[src/rtl/seq_frame_tx_3_1s_if.sv]
// Handshake and serial-output bundle for the frame transmitter.
interface seq_frame_tx_3_1s_if #(
  parameter int WIDTH = 8
);
  logic [WIDTH-1:0] data_in;
  logic             load;
  logic             ready;
  logic             D_out;
  logic             En_out;
  logic             done;

  // Producer side: offers a word and watches the serial stream.
  modport master (
    output data_in,
    output load,
    input  ready,
    input  D_out,
    input  En_out,
    input  done
  );

  // Transmitter side.
  modport slave (
    input  data_in,
    input  load,
    output ready,
    output D_out,
    output En_out,
    output done
  );
endinterface

[src/rtl/seq_frame_tx_3_1s.sv]
// Serial frame transmitter: emits sync 1,1,1, separator 0, then the payload
// LSB-first with a 0 stuffed after every pair of consecutive ones, so a
// "111" detector on D_out only ever fires on the sync marker.
// All state, including the serial outputs, advances on the falling edge.
module seq_frame_tx_3_1s #(
  parameter int WIDTH = 8
) (
  input  logic               clk,
  input  logic               reset,
  seq_frame_tx_3_1s_if.slave bus
);

  localparam int IW = $clog2(WIDTH + 1);

  typedef enum logic [2:0] {
    IDLE  = 3'd0,
    SYNC  = 3'd1,
    SEP   = 3'd2,
    DATA  = 3'd3,
    STUFF = 3'd4
  } state_t;

  // state_reg names the kind of bit currently on D_out; the output
  // registers are loaded together with the state so they line up exactly.
  state_t           state_reg, state_next;
  logic [1:0]       sync_cnt_reg, sync_cnt_next;
  logic [1:0]       ones_reg, ones_next;
  logic [IW-1:0]    idx_reg, idx_next;      // payload bits emitted so far
  logic [WIDTH-1:0] shift_reg, shift_next;  // bit 0 is the next payload bit
  logic             d_reg, d_next;
  logic             en_reg, en_next;
  logic             done_reg, done_next;
  logic             take_bit;

  assign bus.ready  = (state_reg == IDLE);
  assign bus.D_out  = d_reg;
  assign bus.En_out = en_reg;
  assign bus.done   = done_reg;

  // Next-state and next-output decode; a payload bit is emitted through the
  // shared take_bit path whether it follows SEP, DATA or STUFF.
  always_comb begin
    state_next    = state_reg;
    sync_cnt_next = sync_cnt_reg;
    ones_next     = ones_reg;
    idx_next      = idx_reg;
    shift_next    = shift_reg;
    d_next        = 1'b0;
    en_next       = 1'b0;
    done_next     = 1'b0;
    take_bit      = 1'b0;

    case (state_reg)
      IDLE: begin
        if (bus.load) begin
          state_next    = SYNC;
          sync_cnt_next = 2'd0;
          ones_next     = 2'd0;
          idx_next      = '0;
          shift_next    = bus.data_in;
          d_next        = 1'b1;
          en_next       = 1'b1;
        end
      end
      SYNC: begin
        en_next = 1'b1;
        if (sync_cnt_reg == 2'd2) begin
          state_next    = SEP;
          sync_cnt_next = 2'd0;
          ones_next     = 2'd0;
          d_next        = 1'b0;
        end else begin
          sync_cnt_next = sync_cnt_reg + 2'd1;
          d_next        = 1'b1;
        end
      end
      SEP: begin
        take_bit = 1'b1;
      end
      DATA: begin
        if (ones_reg == 2'd2) begin
          // Break the run of ones; the index stays put during the stuff bit.
          state_next = STUFF;
          ones_next  = 2'd0;
          d_next     = 1'b0;
          en_next    = 1'b1;
          done_next  = (idx_reg == IW'(WIDTH));
        end else if (idx_reg == IW'(WIDTH)) begin
          state_next = IDLE;
        end else begin
          take_bit = 1'b1;
        end
      end
      STUFF: begin
        if (idx_reg == IW'(WIDTH)) begin
          state_next = IDLE;
        end else begin
          take_bit = 1'b1;
        end
      end
      default: begin
        state_next = IDLE;
      end
    endcase

    if (take_bit) begin
      state_next = DATA;
      d_next     = shift_reg[0];
      en_next    = 1'b1;
      shift_next = shift_reg >> 1;
      idx_next   = idx_reg + IW'(1);
      ones_next  = shift_reg[0] ? (ones_reg + 2'd1) : 2'd0;
      // Last payload bit ends the frame unless it completes a pair of ones,
      // in which case the trailing stuff bit carries done instead.
      done_next  = (idx_reg + IW'(1) == IW'(WIDTH)) &&
                   !(shift_reg[0] && (ones_reg == 2'd1));
    end
  end

  // State and output registers, falling edge, synchronous reset first.
  always_ff @(negedge clk) begin
    if (reset) begin
      state_reg    <= IDLE;
      sync_cnt_reg <= 2'd0;
      ones_reg     <= 2'd0;
      idx_reg      <= '0;
      shift_reg    <= '0;
      d_reg        <= 1'b0;
      en_reg       <= 1'b0;
      done_reg     <= 1'b0;
    end else begin
      state_reg    <= state_next;
      sync_cnt_reg <= sync_cnt_next;
      ones_reg     <= ones_next;
      idx_reg      <= idx_next;
      shift_reg    <= shift_next;
      d_reg        <= d_next;
      en_reg       <= en_next;
      done_reg     <= done_next;
    end
  end

endmodule

[src/flat_wrapper.sv]
// flat-port wrapper written by rule: the top's interface ports become plain ports
module seq_frame_tx_3_1s_flat 
#(
  parameter int WIDTH = 8
)
  (clk, reset, bus_data_in, bus_load, bus_ready, bus_D_out, bus_En_out, bus_done);
  seq_frame_tx_3_1s_if #(.WIDTH(WIDTH)) bus_i ();
  input  logic clk;
  input  logic reset;
  input wire logic [$bits(bus_i.data_in)-1:0] bus_data_in;
  input wire logic [$bits(bus_i.load)-1:0] bus_load;
  output wire logic [$bits(bus_i.ready)-1:0] bus_ready;
  output wire logic [$bits(bus_i.D_out)-1:0] bus_D_out;
  output wire logic [$bits(bus_i.En_out)-1:0] bus_En_out;
  output wire logic [$bits(bus_i.done)-1:0] bus_done;
  assign bus_i.data_in = bus_data_in;
  assign bus_i.load = bus_load;
  assign bus_ready = bus_i.ready;
  assign bus_D_out = bus_i.D_out;
  assign bus_En_out = bus_i.En_out;
  assign bus_done = bus_i.done;
  seq_frame_tx_3_1s #(.WIDTH(WIDTH)) u_core (.clk(clk), .reset(reset), .bus(bus_i));
endmodule
[config.mk]
export PLATFORM = sky130hd
export DESIGN_NAME = seq_frame_tx_3_1s_flat
export DESIGN_NICKNAME = d
export VERILOG_FILES = /design/src/rtl/seq_frame_tx_3_1s_if.sv /design/src/rtl/seq_frame_tx_3_1s.sv /design/src/flat_wrapper.sv
export SDC_FILE = /design/constraint.sdc
export NUM_CORES = 1
export LEC_CHECK = 0
export CAP_MARGIN = 20
export CORE_UTILIZATION = 55
export CTS_BUF_LIST = sky130_fd_sc_hd__clkbuf_16
export DETAILED_ROUTE_END_ITERATION = 10
export GPL_TIMING_DRIVEN = 0
export PLACE_DENSITY = 0.79
export SYNTH_ARGS = -nofsm -noshare
export SYNTH_HDL_FRONTEND = slang
export SYNTH_SLANG_ARGS = --single-unit
[constraint.sdc]
create_clock -name clk -period 4.5 [get_ports clk]
set_input_delay 0.45 -clock clk [delete_from_list [all_inputs] [get_ports clk]]
set_output_delay 0.45 -clock clk [all_outputs]
set_load 0.02 [all_outputs]
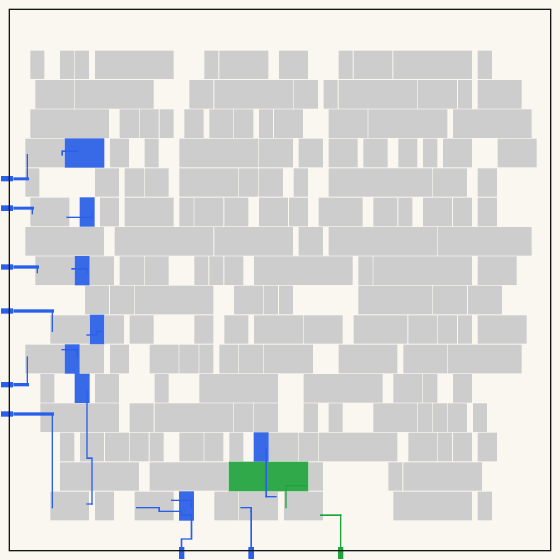
**Above:** run 1 (port wiring).
[green] `bus_D_out` | direction: output | edge: bottom | end cells: 1 | buffers: 1 | wire: 8.60 microns
[blue] `bus_data_in` | direction: input | edge: 6 left, 2 bottom | end cells: 8 | buffers: 8 | wire: 72.4 microns

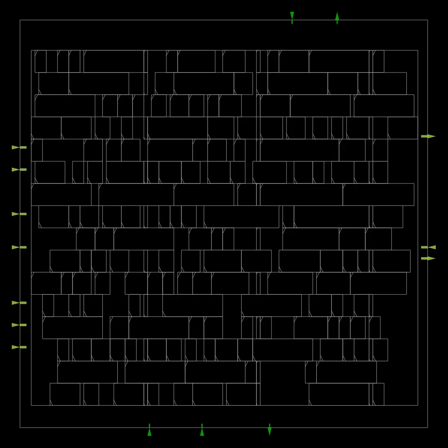
**Above:** run 1 (cell outlines without signal wires).
post-layout utilization of the core: 77.7%
final instance count without filler cells: 204
number of sequential storage elements: 22
Rows: 16

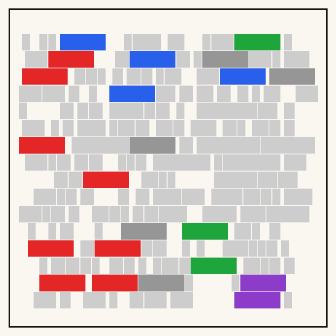
**Above:** run 1 (where the registers sit).
[green] `u_core.state_reg` | sequential cells: 3
[red] `u_core.shift_reg` | sequential cells: 8
[purple] `u_core.sync_cnt_reg` | sequential cells: 2
[blue] `u_core.idx_reg` | sequential cells: 4
not coloured: 5

==> results.ini, run 1 <==
[cts]
cts_inserted_buffers = 3
postCtsHoldBufs = 0
clkSlewWorstSetupHoldPaths_ps = 30
clkSinkCount = 22
cts.repair.resized = 0

[timing]
setup_repair_after_global_routing_missed_its_margin = no
finalWorstSetupSlack_ps = 425
setup-tns-final_ps = 0
timing_worst_slew_pin_value_ps = 689

[logic_synthesis]
adder_share_pct = 3.96
synth-main-ff-cell = sky130_fd_sc_hd__dfxtp_1
async_flop_share_pct = 0
yosys-stat-cells = 138
yosysWarningCount = 0
syn_avg_cell_area_sq_um = 9.17

[power]
worst_ir_drop_vdd_v = 0.000463
p_total_mw = 0.639

[global_routing]
first_global_vias = 1233
grt.overflow.total = 0
global_route.usage.met2_pct = 45.3
globalRouteMet1Util_pct = 31.6
globalRouteTotalUtil_pct = 27.4

[outcome]
outcome = finished, final reports clean

[detailed_routing]
final_routed_drc_violation_total = 0

[critical_path]
crit_arrival_ps = 2020
timing.reg2reg.setup_slack_ps = 2620
critical_path.reg2reg.startpoint = u_core.idx_reg[0]
cp_slowest_stage_delay_ps = 600

[cells_and_area]
layout.clock.cell_area_share_pct = 10.2
num-fill-cells = 152
area_share_nonclk_buffers_pct = 14.5
layout_inverter_count_without_the_clock_tree = 5

[placement]
gp_congestion = 0.763
pre_cts_setup_slack_ps = 112

[run]
max_cap_violations = 0

[floorplanning]
die-width_microns = 50.0
fp.dieArea_sq_um = 2500

[run 1: worst max path at each step]
| stage | from | endpoint | slack, ps |
|---|---|---|---|
| floorplan | u_core.state_reg[1] | bus_ready | 760 |
| global placement | bus_load | u_core.sync_cnt_reg[0] | 140 |
| detailed placement | bus_load | u_core.sync_cnt_reg[0] | 110 |
| CTS | u_core.state_reg[1] | bus_ready | 60 |
| global route | u_core.state_reg[0] | bus_ready | 330 |
| finish | bus_load | u_core.sync_cnt_reg[0] | 430 |
[run 1: synthesized netlist by cell type (2+ instances only)]
library cell               number  area (sq um)
sky130_fd_sc_hd__buf_2          2          10.0
sky130_fd_sc_hd__buf_4          3          22.5
sky130_fd_sc_hd__inv_1          6          22.5
sky130_fd_sc_hd__dfxtp_1       22           440
sky130_fd_sc_hd__nand3_1        3          15.0
sky130_fd_sc_hd__nor3b_1        2          15.0
sky130_fd_sc_hd__buf_6          3          33.8
sky130_fd_sc_hd__clkbuf_1       2          7.51
sky130_fd_sc_hd__nor2_1         6          22.5
sky130_fd_sc_hd__o22ai_1        2          12.5
sky130_fd_sc_hd__o21ai_0       12          60.1
sky130_fd_sc_hd__a31oi_1        7          43.8
sky130_fd_sc_hd__nand2_1       10          37.5
sky130_fd_sc_hd__and3b_1        2          17.5
sky130_fd_sc_hd__nand4_1       12          75.1
sky130_fd_sc_hd__ha_1           4          50.1
sky130_fd_sc_hd__nand3b_1       3          22.5
sky130_fd_sc_hd__nor3b_4        2          37.5
sky130_fd_sc_hd__a21oi_1        8          40.0
sky130_fd_sc_hd__nor3_2         2          20.0
sky130_fd_sc_hd__nor3_1         3          15.0
sky130_fd_sc_hd__o21a_1         2          15.0
[run 1: where the power goes]
part | switching [mW] | internal [mW]
combinational | 0.0756 | 0.0643
sequential | 0.0125 | 0.214
clock | 0.126 | 0.147
==> inputs of run 2 (changes only) <==
CAP_MARGIN = 0   (was 20)
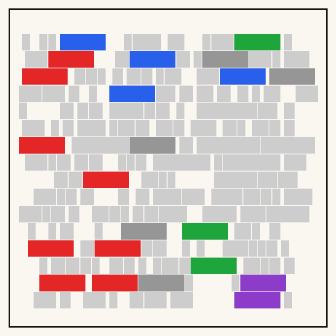
**Above:** run 2 (where the registers sit).
[purple] `u_core.sync_cnt_reg` | sequential cells: 2
[red] `u_core.shift_reg` | sequential cells: 8
[blue] `u_core.idx_reg` | sequential cells: 4
[green] `u_core.state_reg` | sequential cells: 3
not coloured: 5

==> results.ini, run 2 <==
[outcome]
outcome = finished, final reports clean  ; unchanged

[logic_synthesis]
synth_area_sq_um = 1260  ; unchanged
flip_flops_with_a_built_in_enable = 0  ; unchanged
chip_area_in_the_yosys_report_sq_um = 1260  ; unchanged
synth.largest_area_cell = sky130_fd_sc_hd__dfxtp_1  ; unchanged
synth-main-ff-cell = sky130_fd_sc_hd__dfxtp_1  ; unchanged
async_flop_share_pct = 0  ; unchanged
mapped_nets = 153  ; unchanged
synth.area.top_cells = sky130_fd_sc_hd__dfxtp_1, sky130_fd_sc_hd__nand4_1, sky130_fd_sc_hd__o21ai_0, sky130_fd_sc_hd__ha_1, sky130_fd_sc_hd__a31oi_1  ; unchanged
share_of_the_synthesized_area_in_the_top_cell_type_pct = 34.8  ; unchanged
yosysWarningCount = 0  ; unchanged
synth_seq_share_pct = 34.8  ; unchanged
syn_inst = 138  ; unchanged
ys_top_cells_by_count = sky130_fd_sc_hd__dfxtp_1, sky130_fd_sc_hd__nand4_1, sky130_fd_sc_hd__o21ai_0  ; unchanged
yosys-stat-cells = 138  ; unchanged
most_instantiated_library_cell_after_synthesis = sky130_fd_sc_hd__dfxtp_1  ; unchanged
synth_flop_count = 22  ; unchanged
syn_avg_cell_area_sq_um = 9.17  ; unchanged
synthDistinctLibCells = 42  ; unchanged

[power]
power_density_nw_per_um2 = 399  ; unchanged
power_leakage_nw = 0.640  ; unchanged
worst_ir_drop_vdd_v = 0.000463  ; unchanged

[run]
stage_log_warnings = 50  ; unchanged
max_cap_violations = 0  ; unchanged

[global_routing]
first_global_vias = 1233  ; unchanged
globalRouteTotalUtil_pct = 27.4  ; unchanged
grt_max_degree = 14  ; unchanged
grt.overflow.total = 0  ; unchanged
grt_first_pass_wirelength_mm = 5.17  ; unchanged

[detailed_routing]
antenna_left = 0  ; unchanged
first_pass_iters = 4  ; unchanged
postRouteWirelength_mm = 2.98  ; unchanged
post_drt_via_cell_ratio = 5.90  ; unchanged
drt_iter0_markers = 40  ; unchanged
final_routed_drc_violation_total = 0  ; unchanged
wl_per_cell_microns = 14.6  ; unchanged

[placement]
place.port_buffers = 14  ; unchanged
hpwlAfterDp_mm = 2.03  ; unchanged
gp_congestion = 0.763  ; unchanged
placement.cell_area_sq_um = 1440  ; unchanged

[hold_path]
whs_path_depth = 2  ; unchanged
worst_hold_path_type = reg -> reg  ; unchanged
min_delay_worst_endpoint = u_core.ones_reg[1]  ; unchanged
worstHoldStart = u_core.ones_reg[1]  ; unchanged

[critical_path]
crit_required_ps = 2450  ; about the same
timing.reg2reg.setup_slack_ps = 2620  ; about the same
crit_path_max_fanout = 10  ; unchanged
cp_cell_sequence = clkdlybuf4s50_1 -> nor4b_4 -> nor2_1 -> a22oi_1 -> nor2_1  ; unchanged
bufs_and_invs_on_worst_path = 1  ; unchanged
cp_top_family = simple AND/OR/NAND/NOR gates  ; unchanged
crit_type = in -> reg  ; unchanged
crit_arrival_ps = 2020  ; about the same
worstReg2RegEnd = u_core.shift_reg[6]  ; unchanged
worst_setup_path_start_kind = input port  ; unchanged
cp_slowest_stage_delay_ps = 600  ; about the same
cp_common_cell = sky130_fd_sc_hd__nor2_1  ; unchanged
critical-path-slowest-cell = sky130_fd_sc_hd__nor4b_4  ; unchanged
critical_path.reg2reg.startpoint = u_core.idx_reg[0]  ; unchanged
timing.reg2reg.worst_path_depth = 7  ; unchanged

[cts]
cts_max_path_buffers = 2  ; unchanged
postCtsHoldBufs = 0  ; unchanged
cts.repair.resized = 0  ; unchanged
clock_tree_from_tritoncts = done  ; unchanged
clkSlewWorstSetupHoldPaths_ps = 30  ; about the same
post-cts-setup-buffers = 0  ; unchanged
clkSinkCount = 22  ; unchanged
cts_htree_levels = 1  ; unchanged
clock_tree.root_cell = sky130_fd_sc_hd__clkbuf_16  ; unchanged
cts_inserted_buffers = 3  ; unchanged

[cells_and_area]
finish.instance_area_sq_um = 1600  ; unchanged
flip_flop_count_of_the_largest_register_after_layout = 8  ; unchanged
leading_cell_type_in_the_layout_fill_and_taps_excluded = sky130_fd_sc_hd__inv_1  ; unchanged
area.growth.synth_to_final_pct = 26.6  ; unchanged
final_net_count = 193  ; unchanged
antennaDiodeCount = 0  ; unchanged
final_instance_count_without_filler_cells = 204  ; unchanged
final_layout_top_logic_cells = sky130_fd_sc_hd__inv_1, sky130_fd_sc_hd__dfxtp_1, sky130_fd_sc_hd__clkdlybuf4s50_1  ; unchanged

[floorplanning]
die.size.y_microns = 50.0  ; unchanged
die-width_microns = 50.0  ; unchanged
fp.dieArea_sq_um = 2500  ; unchanged
floorplan.initialDensity_pct = 61.3  ; unchanged
fp-row-count = 16  ; unchanged

[timing]
fin_hold_ws_ps = 485  ; unchanged
worst_clock_skew_ps = 15.2  ; unchanged
setup-violations-final = 0  ; unchanged
timing_worst_slew_pin_value_ps = 689  ; unchanged
setup_repair_after_global_routing_missed_its_margin = no  ; unchanged
setup-tns-final_ps = 0  ; unchanged
max_slew_headroom_pct = 53.8  ; unchanged

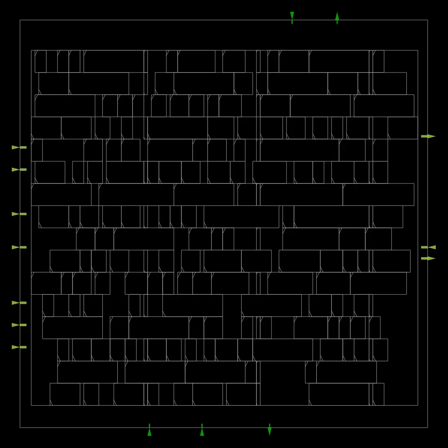
**Above:** run 2 (cell outlines without signal wires).
share of the final layout cell area in sequential cells: 27.5%
Placeable Area: 2060 sq um
well tap count: 27
fillers: 152

-- run 2: layout make-up --
type | count | area (sq um)
Buffer | 11 | 88.8
Fill cell | 152 | 460
Inverter | 5 | 18.8
Sequential cell | 22 | 440
Clock buffer | 3 | 75.1
Multi-Input combinational cell | 99 | 713
Clock inverter | 23 | 88.8
Timing Repair Buffer | 14 | 143
Tap cell | 27 | 33.8
-- run 2: per-layer routing --
layer,routed length [microns],up-vias,GRT usage [%]
met5,0,-,0
met4,27,0,13.3
met3,206,6,8.95
met2,1480,50,45.3
met1,1260,556,31.6
li1,-,591,-
-- run 2: worst max-delay path by stage --
stage | slack (ps) | start | depth (start not counted) | end
detailed placement | 110 | bus_load | 5 | u_core.sync_cnt_reg[0]
global route | 330 | u_core.state_reg[0] | 3 | bus_ready
CTS | 60 | u_core.state_reg[1] | 3 | bus_ready
global placement | 140 | bus_load | 5 | u_core.sync_cnt_reg[0]
floorplan | 760 | u_core.state_reg[1] | 2 | bus_ready
finish | 430 | bus_load | 5 | u_core.sync_cnt_reg[0]
-- run 2: stage by stage --
step | total power [mW] | util [%] | setup slack, ps
floorplan | 0.356 | - | 759
global placement | 0.393 | 69.8 | 145
detailed placement | 0.399 | 69.8 | 112
CTS | 0.648 | 77.5 | 64.7
global route | 0.688 | 77.7 | 330
finish | 0.639 | 77.7 | 425
-- run 2: cell families after synthesis --
family	count (synthesis)	synth area share, %
buffers and inverters	17	8.80
AOI/OAI and AO/OA	40	22.7
and+or+nand+nor	54	29.0
adders and majority gates	4	3.96
muxes	1	0.791
DFF	22	34.8
-- run 2: power breakdown --
group | internal (mW) | leakage, nW | switching [mW]
registers | 0.214 | 0.180 | 0.0125
clock network | 0.147 | 0.159 | 0.126
logic | 0.0643 | 0.302 | 0.0756
total | 0.425 | 0.640 | 0.214
No activity file was given, so power comes from the tool's default toggle rates.
